==> config.mk <==
export PLATFORM = sky130hd
export DESIGN_NAME = eth_fcs_check
export DESIGN_NICKNAME = d
export VERILOG_FILES = /design/src/rtl/eth_fcs_check_pkg.sv /design/src/rtl/crc32_byte.sv /design/src/rtl/eth_fcs_check.sv
export SDC_FILE = /design/constraint.sdc
export NUM_CORES = 1
export LEC_CHECK = 0
export CORE_MARGIN = 2
export CORE_UTILIZATION = 50
export CTS_CLUSTER_SIZE = 12
export DETAILED_ROUTE_END_ITERATION = 10
export PLACE_DENSITY = 0.72
export SLEW_MARGIN = 40
export SYNTH_ARGS = -nofsm -noshare
export SYNTH_HDL_FRONTEND = slang
export SYNTH_SLANG_ARGS = --single-unit
==> constraint.sdc <==
create_clock -name clk -period 3.4 [get_ports clk]
set_clock_uncertainty 0.15 [all_clocks]
set_input_delay 1.02 -clock clk [delete_from_list [all_inputs] [get_ports clk]]
set_output_delay 1.02 -clock clk [all_outputs]
set_load 0.01 [all_outputs]
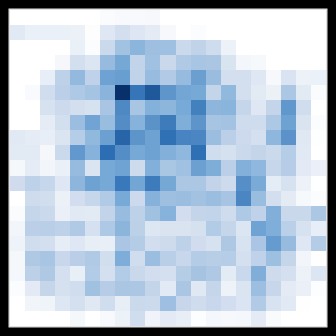
(images/wire_density.png)
21 x 21 tiles, from white (low) to dark blue (high), scaled to the fullest tile. Values are wire area over tile area, all layers added.
tiles over half the peak: 11%
fullest tile: 0.65
mean over tiles: 0.16
nearly empty tiles: 17%
emptiest ninth of the die: upper right
overall fraction of global-route tracks in use: 21.5%
Total Wirelength: 10.3 mm
routed wirelength normalized by instance count: 14.2 um
vias post-DR: 3727

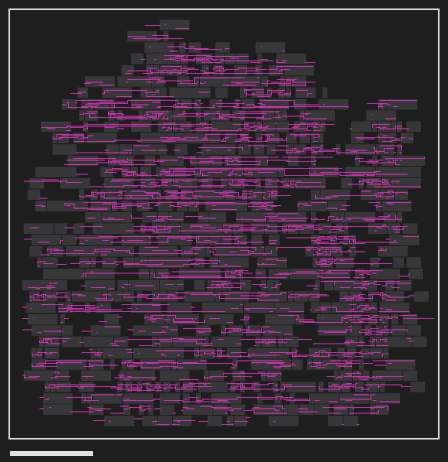
(images/met1.png)
The bar under the picture is 20 um long.
share of all routed wire: 45%
nets with wire on the layer: 552
wire length on this layer: 4670 um
main direction: horizontal
met1 Track Usage GR: 27.6%

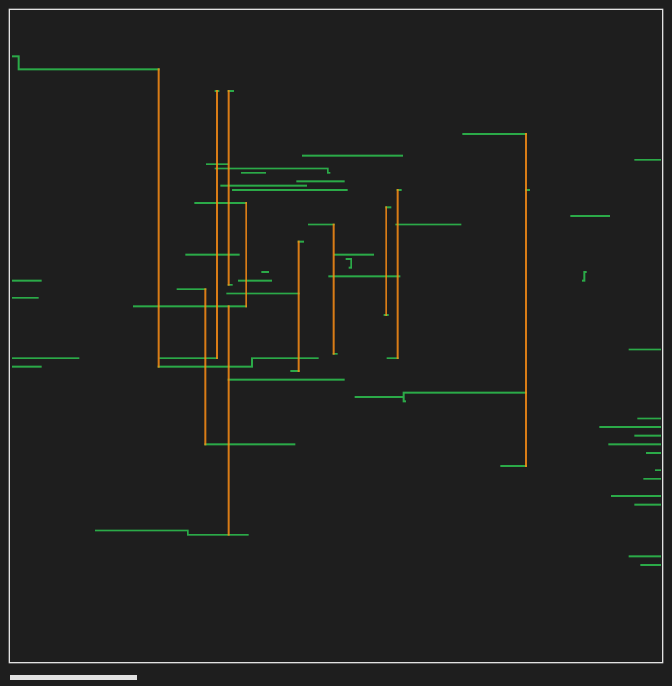
(images/metal_stack.png)
The bar under the picture is 20 um long. Two of the layers only.
| layer | colour | wire length |
|---|---|---|
| met4 | orange | 333 um |
| met3 | green | 424 um |

==> summary.txt <==
Implementation results

Once detailed placement completed, the half-perimeter wirelength came to 7.59 mm. The final worst setup slack is between 0.07 and 0.08 ns. For this run, the leading register cell type out of synthesis is dfxtp_1. The tightest min-delay check is of the reg -> reg type. Looking at the clock tree report, the H-tree level count equals 3. The post-synthesis share of cell area spent on and-or and or-and gates is between 7 and 8%.

The most common logic cell in the final layout is dfxtp_1. The power attributed to combinational cells is ~1.0 mW. The sum of buffers and inverters on the critical path is 2. In this run, the synthesized area fraction spent on xor and xnor cells is recorded as about 22%. The pin count of the biggest net entering global routing is between 40 and 50. After filler insertion, the fill cell instance count of the layout stands at 844. The logic share of the area is between 40% and 50%. Per the synthesis report, the adder-cell share of the synthesized area is around 1.3%.

The number of antenna repair diodes is 0. The flow ran to the end, and the final reports show no timing, DRC or antenna violations. Across the run, the number of max-cap violations was 0. After routing the design area is approximately 0.006 mm2. The worst reg-to-reg setup slack is slightly below 0.6 ns. The global routing report lists met2 layer usage as between 30% and 40%. The area share of buffers outside the clock network is 12.5%. The slowest library cell on the worst path is or4_1. The count of buffers from port buffering is 34. Per the post-synthesis report, the nets total ~530. Per the OpenROAD floorplan log, the height of the die is between 100 and 150 um. The cell sitting at the root of the clock tree is a clkbuf_8. The number of well taps is around 130. The leading cell category by total area is multi-input combinational cells.

The relative max-transition margin is 55.8%. Measured against the total synthesized area, the mux share comes to 9.24%. For the final routed database, the setup TNS stands at 0 ns. The gate-level netlist out of Yosys references 49 unique cell types. The total count of max-transition violations in the final report is 0. The critical path class is in -> reg. TritonCTS built the clock tree.

The pre-antenna-repair detailed-routing pass consisted of 4 iterations. The most critical hold endpoint after final layout shows a slack of between 0.3 and 0.4 ns. The worst register-to-register path has a depth of 8.

The worst setup path is launched from an input port. The initial antenna violation count came to 0. At the placement stage, the worst setup path has a slack of -0.621 ns.

The top power consumer group is sequential cells. The final critical path time including I/O delays and setup is roughly 3.3 ns. The final report lists the setup-violating endpoint count as 0. The final hold violation count recorded for this run is 0. The timing report gives the biggest stage delay along the critical path as between 0.5 and 0.6 ns.

The number of gates resized after CTS is 8. The final-layout clock buffer total is 10. The worst-margin pin slew is 0.663 ns. Including well taps, the total number of placed cells is about 700. The most common logic cells in the final layout are dfxtp_1, nor2_1, nand2_1. Counting flops with an async set or reset pin after synthesis yields a share of 0%. By count the netlist is led by dfxtp_1, nor2_1, nand2_1, mux2i_1, xnor2_1.
Power is estimated from default activity; no workload was simulated.
